### src/rtl/fc_seq_pkg.sv
// rtl/fc_seq_pkg.sv - shared state encoding and beat-count helpers for the FC layer sequencer
//
// Contents:
//   state_t           sequencer states IDLE/FETCH/CAPT/PUSH/ARM/RUN/DONE
//   WD_LIMIT_DEFAULT  default stall limit when FC_SEQ_WATCHDOG_EN is defined
//   nb_beats()        bias beats: one beat carries IN_CH words
//   nw_beats()        weight beats: one beat per (sequence position, output channel)
package fc_seq_pkg;

  typedef enum logic [2:0] {
    S_IDLE  = 3'd0,
    S_FETCH = 3'd1,
    S_CAPT  = 3'd2,
    S_PUSH  = 3'd3,
    S_ARM   = 3'd4,
    S_RUN   = 3'd5,
    S_DONE  = 3'd6
  } state_t;

  localparam int WD_LIMIT_DEFAULT = 1024;

  function automatic int nb_beats(input int out_ch, input int in_ch);
    return (out_ch + in_ch - 1) / in_ch;
  endfunction

  function automatic int nw_beats(input int in_seq, input int out_ch);
    return in_seq * out_ch;
  endfunction

endpackage

### src/rtl/fc_seq_loader.sv
// rtl/fc_seq_loader.sv - parameter-load datapath: ROM fetch, capture hold register, beat counter
//
// Ports:
//   clk, RST        clock, synchronous active-high reset
//   state           current sequencer state (FETCH/CAPT/PUSH drive this block)
//   clr             clears the beat counter at the start of a new load
//   i_rom_data      ROM read data, valid the cycle after o_rom_en
//   i_layer_ack     layer ack of the beat currently presented in PUSH
//   o_rom_en        ROM read enable (FETCH only)
//   o_rom_addr      BASE + beat during FETCH, 0 otherwise
//   o_hold          captured beat presented to the layer
//   o_load_done     the last beat is being accepted this cycle
module fc_seq_loader
  import fc_seq_pkg::*;
#(
  parameter int DW     = 32,
  parameter int IN_CH  = 16,
  parameter int NBEATS = 6,
  parameter int AW     = 8,
  parameter int BASE   = 0
) (
  input  logic                clk,
  input  logic                RST,
  input  state_t              state,
  input  logic                clr,
  input  logic [DW*IN_CH-1:0] i_rom_data,
  input  logic                i_layer_ack,
  output logic                o_rom_en,
  output logic [AW-1:0]       o_rom_addr,
  output logic [DW*IN_CH-1:0] o_hold,
  output logic                o_load_done
);

  localparam int BW = $clog2(NBEATS + 1);
  localparam logic [BW-1:0] LAST = BW'(NBEATS - 1);

  logic [BW-1:0] beat;
  logic          beat_acc;

  assign beat_acc = (state == S_PUSH) && i_layer_ack;

  always_ff @(posedge clk) begin
    if (RST) begin
      beat   <= '0;
      o_hold <= '0;
    end else begin
      if (clr) begin
        beat <= '0;
      end else if (beat_acc) begin
        beat <= beat + 1'b1;
      end
      // ROM data lands the cycle after FETCH, which is exactly CAPT.
      if (state == S_CAPT) begin
        o_hold <= i_rom_data;
      end
    end
  end

  always_comb begin
    o_rom_en    = (state == S_FETCH);
    o_rom_addr  = o_rom_en ? (AW'(BASE) + AW'(beat)) : '0;
    o_load_done = beat_acc && (beat == LAST);
  end

endmodule

### src/rtl/fc_layer_seq.sv
// rtl/fc_layer_seq.sv - sequencer for one FC layer: load bias/weights from ROM, then run vectors
//
// Optional feature macro: FC_SEQ_WATCHDOG_EN (adds o_err and parameter WD_LIMIT).
//
// Ports:
//   clk, RST            clock, synchronous active-high reset
//   i_start, i_num_vec  start pulse (IDLE only) and vector count sampled with it
//   o_busy, o_done      busy outside IDLE; one-cycle completion pulse
//   o_err               watchdog timeout flag, sticky until RST or next start (macro only)
//   o_rom_en/addr       parameter ROM read port, i_rom_data valid one cycle later
//   i_data/i_stb_in     upstream vector and strobe, o_ack_in back to upstream
//   o_layer_EN_w/EN_c   layer load / compute enables
//   o_layer_data/stb    data and strobe to the layer, i_layer_ack from it
//   i_layer_stb_out     layer output strobe, i_ack_out downstream ack (monitored)
module fc_layer_seq
  import fc_seq_pkg::*;
#(
  parameter int DW     = 32,
  parameter int IN_CH  = 16,
  parameter int IN_SEQ = 1,
  parameter int OUT_CH = 5,
  parameter int AW     = 8,
  parameter int BASE   = 0
`ifdef FC_SEQ_WATCHDOG_EN
  , parameter int WD_LIMIT = WD_LIMIT_DEFAULT
`endif
) (
  input  logic                clk,
  input  logic                RST,
  input  logic                i_start,
  input  logic [15:0]         i_num_vec,
  output logic                o_busy,
  output logic                o_done,
`ifdef FC_SEQ_WATCHDOG_EN
  output logic                o_err,
`endif
  output logic                o_rom_en,
  output logic [AW-1:0]       o_rom_addr,
  input  logic [DW*IN_CH-1:0] i_rom_data,
  input  logic [DW*IN_CH-1:0] i_data,
  input  logic                i_stb_in,
  output logic                o_ack_in,
  output logic                o_layer_EN_w,
  output logic                o_layer_EN_c,
  output logic [DW*IN_CH-1:0] o_layer_data,
  output logic                o_layer_stb,
  input  logic                i_layer_ack,
  input  logic                i_layer_stb_out,
  input  logic                i_ack_out
);

  localparam int NB     = nb_beats(OUT_CH, IN_CH);
  localparam int NW     = nw_beats(IN_SEQ, OUT_CH);
  localparam int NBEATS = NB + NW;

  state_t              state, state_next;
  logic [15:0]         num_vec, vin, vout;
  logic                start_ok, vin_open, vout_open, in_acc, out_acc;
  logic                load_done, timeout;
  logic [DW*IN_CH-1:0] hold;

  assign start_ok  = (state == S_IDLE) && i_start;
  assign vin_open  = (vin != num_vec);
  assign vout_open = (vout != num_vec);
  // Input and output accepts are independent so a pipelined layer may
  // emit results while inputs are still flowing; both count in one cycle.
  assign in_acc  = (state == S_RUN) && vin_open && i_stb_in && i_layer_ack;
  assign out_acc = (state == S_RUN) && vout_open && i_layer_stb_out && i_ack_out;

  fc_seq_loader #(
    .DW     (DW),
    .IN_CH  (IN_CH),
    .NBEATS (NBEATS),
    .AW     (AW),
    .BASE   (BASE)
  ) u_loader (
    .clk         (clk),
    .RST         (RST),
    .state       (state),
    .clr         (start_ok),
    .i_rom_data  (i_rom_data),
    .i_layer_ack (i_layer_ack),
    .o_rom_en    (o_rom_en),
    .o_rom_addr  (o_rom_addr),
    .o_hold      (hold),
    .o_load_done (load_done)
  );

  always_ff @(posedge clk) begin
    if (RST) begin
      state   <= S_IDLE;
      num_vec <= '0;
      vin     <= '0;
      vout    <= '0;
    end else begin
      state <= state_next;
      if (start_ok) begin
        num_vec <= i_num_vec;
        vin     <= '0;
        vout    <= '0;
      end else begin
        if (in_acc) begin
          vin <= vin + 16'd1;
        end
        if (out_acc) begin
          vout <= vout + 16'd1;
        end
      end
    end
  end

`ifdef FC_SEQ_WATCHDOG_EN
  logic [15:0] wd_cnt;
  logic        stall;

  assign stall   = ((state == S_PUSH) && !i_layer_ack) ||
                   ((state == S_RUN) && !in_acc && !out_acc);
  // Fire on the stall cycle that would take the count to WD_LIMIT.
  assign timeout = stall && (wd_cnt == 16'(WD_LIMIT - 1));

  always_ff @(posedge clk) begin
    if (RST) begin
      wd_cnt <= '0;
      o_err  <= 1'b0;
    end else begin
      if (start_ok) begin
        o_err <= 1'b0;
      end else if (timeout) begin
        o_err <= 1'b1;
      end
      if (stall && !timeout) begin
        wd_cnt <= wd_cnt + 16'd1;
      end else begin
        wd_cnt <= '0;
      end
    end
  end
`else
  assign timeout = 1'b0;
`endif

  always_comb begin
    state_next   = state;
    o_busy       = 1'b1;
    o_done       = 1'b0;
    o_layer_EN_w = 1'b0;
    o_layer_EN_c = 1'b0;
    o_layer_data = '0;
    o_layer_stb  = 1'b0;
    o_ack_in     = 1'b0;
    case (state)
      S_IDLE: begin
        o_busy = 1'b0;
        if (i_start) begin
          state_next = (i_num_vec == 16'd0) ? S_DONE : S_FETCH;
        end
      end
      S_FETCH: begin
        o_layer_EN_w = 1'b1;
        o_layer_data = hold;
        state_next   = S_CAPT;
      end
      S_CAPT: begin
        o_layer_EN_w = 1'b1;
        o_layer_data = hold;
        state_next   = S_PUSH;
      end
      S_PUSH: begin
        o_layer_EN_w = 1'b1;
        o_layer_data = hold;
        o_layer_stb  = 1'b1;
        if (load_done) begin
          state_next = S_ARM;
        end else if (i_layer_ack) begin
          state_next = S_FETCH;
        end
      end
      S_ARM: begin
        o_layer_EN_c = 1'b1;
        state_next   = S_RUN;
      end
      S_RUN: begin
        o_layer_EN_c = 1'b1;
        o_layer_data = i_data;
        o_layer_stb  = i_stb_in && vin_open;
        o_ack_in     = i_layer_ack && vin_open;
        // Leave as soon as the final output accept happens, not a cycle later.
        if ((vout + {15'd0, out_acc}) == num_vec) begin
          state_next = S_DONE;
        end
      end
      S_DONE: begin
        o_done     = 1'b1;
        state_next = S_IDLE;
      end
      default: begin
        o_busy     = 1'b0;
        state_next = S_IDLE;
      end
    endcase
    if (timeout) begin
      state_next = S_IDLE;
    end
  end

endmodule

### config.mk
export PLATFORM = sky130hd
export DESIGN_NAME = fc_layer_seq
export DESIGN_NICKNAME = d
export VERILOG_FILES = /design/src/rtl/fc_seq_pkg.sv /design/src/rtl/fc_seq_loader.sv /design/src/rtl/fc_layer_seq.sv
export SDC_FILE = /design/constraint.sdc
export NUM_CORES = 1
export LEC_CHECK = 0
export ABC_CLOCK_PERIOD_IN_PS = 6600
export CORE_AREA = 2 2 610 612
export CTS_CLUSTER_DIAMETER = 150
export CTS_CLUSTER_SIZE = 24
export DETAILED_ROUTE_END_ITERATION = 6
export DIE_AREA = 0 0 612 614
export GPL_ROUTABILITY_DRIVEN = 0
export GPL_TIMING_DRIVEN = 1
export HOLD_SLACK_MARGIN = 0.02
export PLACE_DENSITY = 0.3
export SKIP_CTS_REPAIR_TIMING = 1
export SLEW_MARGIN = 20
export SYNTH_ARGS = -nofsm -noshare
export SYNTH_HDL_FRONTEND = slang
export SYNTH_SLANG_ARGS = --single-unit
### constraint.sdc
create_clock -name clk -period 6.6 [get_ports clk]
set_input_delay 1.32 -clock clk [delete_from_list [all_inputs] [get_ports clk]]
set_output_delay 1.32 -clock clk [all_outputs]
set_load 0.05 [all_outputs]
==> changes_impl.md <==
## Implementation

* Port Buffers at between 1500 and 2000
* Layout cells sized above 1 at between 2 and 3%
* Startpoint types: flip-flop
* Area growth syn-to-layout at 88.4%
* Ys flops at about 570
* CP endpoint kind: output pin
* Final Util at 13.0%
* Critical Setup Path Class: reg2out
* Worst-Margin Slew at 1.22 ns
* Clock Path Buffers at 3
* Clock sink count at around 570
* Routed WL per cell at 30.1 um
* Gr usage total at 14.8%
* Dpl cells at 9559
* I/O Pins at 1574
* Fillers at between 40000 and 50000
* Worst reg2reg path depth at 14
* Mapped Area at roughly 26000 um^2
* Drt drc at 0
* Final clock skew at 0.0537 ns
* PwrDens at around 290 nW/um^2
* RSZ-0062 raised after global routing: no
* Setup crit end: o_layer_data[28]
* Unique cell types at 58
* Post-DP Area at 47000 um^2
* Slew HR at 18.4%
* Storage cell area at 11300 um^2
* Max-Cap Viols at 0
* Nets at 5679
* Clk pin slew, worst setup/hold paths at 0.11 ns
* DPL Wire Length at 246 mm
* Worst setup startpoint: state[0]
* Fraction of registers with async set/reset at 0%
* Critical-path cell list: nor2_1 -> nor2_4 -> buf_4 -> buf_12 -> a22o_1 -> clkdlybuf4s50_1
* Initial antenna violation count at 172
* Required @ worst endpoint at between 5 and 6 ns
* Yosys top cell area share at 44.2%
* DRT Pass-1 Iters at 6
* GR Overflow Total at 0
* Top cells by area: dfxtp_1 (44%), a22o_1 (18%), nand2_1 (16%), a21oi_1 (11%), clkbuf_1 (4.0%)
* Vias in the first global route at 30900
* CP max stage cell: clkdlybuf4s50_1
* Run status: finished clean
* R2R Path Start: state[0]
* RR Endpoint: state[0]
* Top cells by count: nand2_1 (1078), dfxtp_1 (566), a21oi_1 (547)
* Tmin final at 5.93 ns
* CTS Buf Count at 37
* Final WS setup at 0.668 ns
* Final instance area at between 40000 and 50000 um^2
* R2r setup slk at 1.70 ns
* ANT nets after route at 0
* Clock Tree Root: clkbuf_16
* H-tree depth at 2
* Crit path DAT at 4.61 ns
* Post-synth top flop: dfxtp_1
* Crit path largest cell delay at 0.93 ns
* Flip-flops with a built-in enable at 0
* Leak at 15.2 nW
* Routed vias/inst at 3.24
* Sequential share of the synthesized area at between 40% and 50%
* Final hold vios at 0
* Synth warn at 0
* Most common cell in the netlist: nand2_1
* Top cells excl fill/tap: clkdlybuf4s50_1 (1560), nand2_1 (1078), dfxtp_1 (566), a21oi_1 (547), a22o_1 (512)
* Period utilization at roughly nine tenths
* Final slew viol count at 0
* Hold WS at 0.455 ns
* Area leader, netlist: dfxtp_1
* Rows at about 220
* Post-route insts no fill at 9646
* Fp_density at 6.92%
* Setup violators final at 0
* CTS tree: built
* Yosys cell count at 3274
* Setup TNS at 0 ns
worst min path at each step:
stage	start	end	slack (ns)	cells past startpoint
detailed placement	u_loader.o_hold[414]	u_loader.o_hold[414]	0.45	2
CTS	u_loader.o_hold[426]	u_loader.o_hold[426]	0.46	2
global placement	u_loader.o_hold[350]	u_loader.o_hold[350]	0.44	2
floorplan	u_loader.o_hold[0]	u_loader.o_hold[0]	0.44	2
global route	u_loader.o_hold[200]	u_loader.o_hold[200]	0.47	2
finish	u_loader.o_hold[426]	u_loader.o_hold[426]	0.46	2
layout make-up:
type	instances	area share (%)
Inverter	13	0.101
Clock buffer	38	1.93
Timing Repair Buffer	1620	33.8
Multi-Input combinational cell	2388	27.1
Sequential cell	566	23.5
Clock inverter	19	0.575
Tap cell	4972	12.9
Antenna cell	30	0.156
flip-flops by register name (all words and copies together) (netlist names):
| name | flops |
|---|---|
| num_vec | 16 |
| state | 3 |
| u_loader.beat | 3 |
| u_loader.o_hold | 512 |
| vin | 16 |
| vout | 16 |
layer usage:
layer  vias to the layer above  part of all wire (%)  routed length [um]
li1                      14100                     -                   -
met1                     15300                    40              115000
met2                      1413                    47              137000
met3                       349                    11               30700
met4                        64                   2.4                7070
met5                         -                  0.13                 368
cells by family after synthesis:
logic type      count (synthesis)  share of synthesized area [%]
flops                         566                           44.2
buf+inv                       324                           4.94
fa+ha+maj                       6                          0.293
mux                             5                          0.205
compound gates               1106                           29.7
xor+xnor                       55                           1.88
simple gates                 1211                           18.8
other cells                     1                         0.0146
worst max-delay path: cells and delay by family, from the launching register on:
family | cells | cell delay [ns]
buf+inv | 3 | 1.68
flops | 1 | 0.63
compound gates | 1 | 0.69
simple gates | 2 | 0.41
where the power goes:
part	switching (mW)	internal, mW
logic	4.58	1.99
registers	0.408	3.97
clock network	1.72	1.14
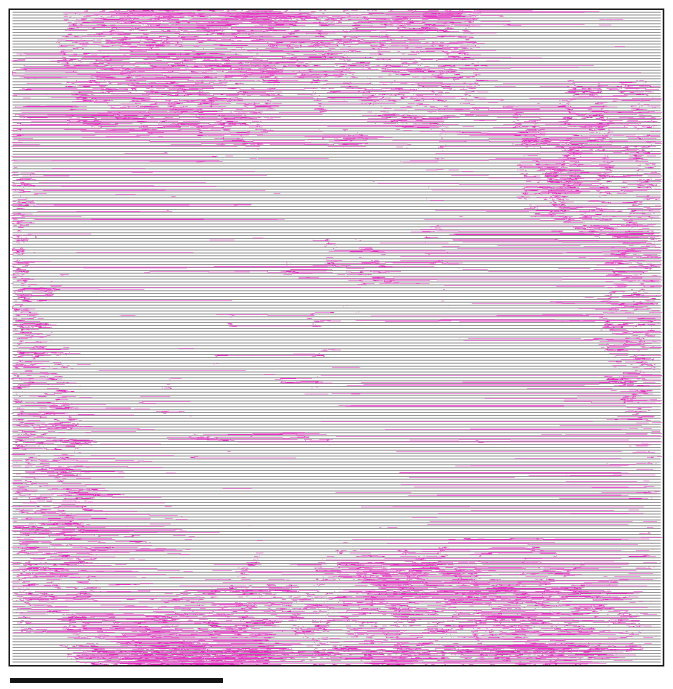
Fig. 1. Signal wires on met1.
The bar under the picture is 200 um long. Supply wires on this layer in grey.
wire length on this layer: 115 mm
main direction: horizontal
longest straight run: 397 um
vias: 31300
final WL: 290 mm
met1 Resource Use GR: 17.2%

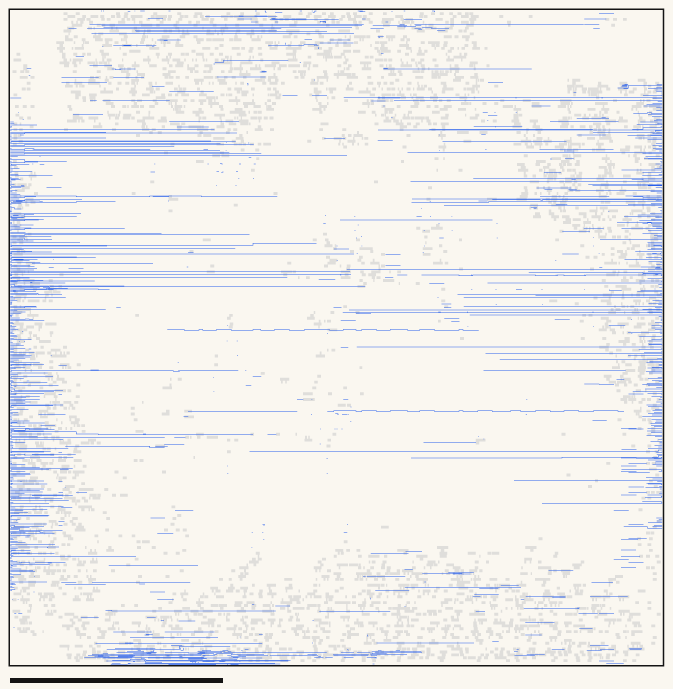
Fig. 2. M3 wires.
The bar under the picture is 200 um long.
share of all routed wire: 11%
main direction: horizontal
met3 Resource Use GR: 6.45%

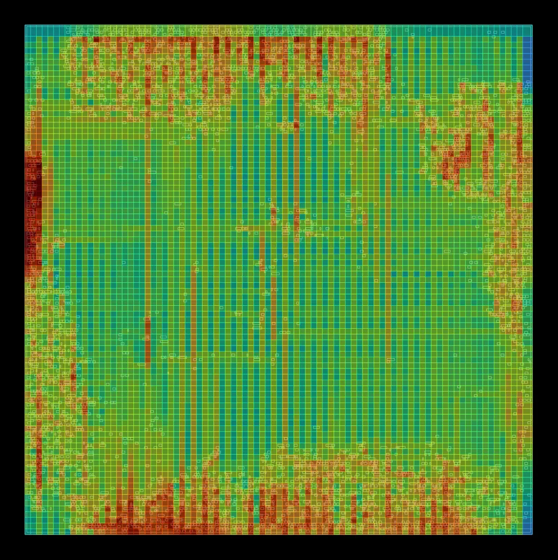
Fig. 3. Routing congestion map.
global route hottest layer: met2
met2 Track Usage GR: 24.7%

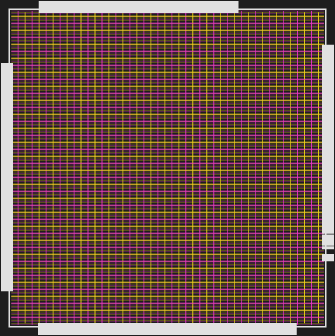
Fig. 4. Supply network.
Pins as bars on the die edge.
| net | colour |
|---|---|
| VSS | magenta |
| VDD | yellow |
met1 rails: 225
met5 straps: 44
rows: 224
met4 straps: 44
signal pins: 1574
die width: 612 um
Peak VDD IR: 291 uV
die y size: 614 um
core area: 370000 um^2

Power is estimated from default activity; no workload was simulated.
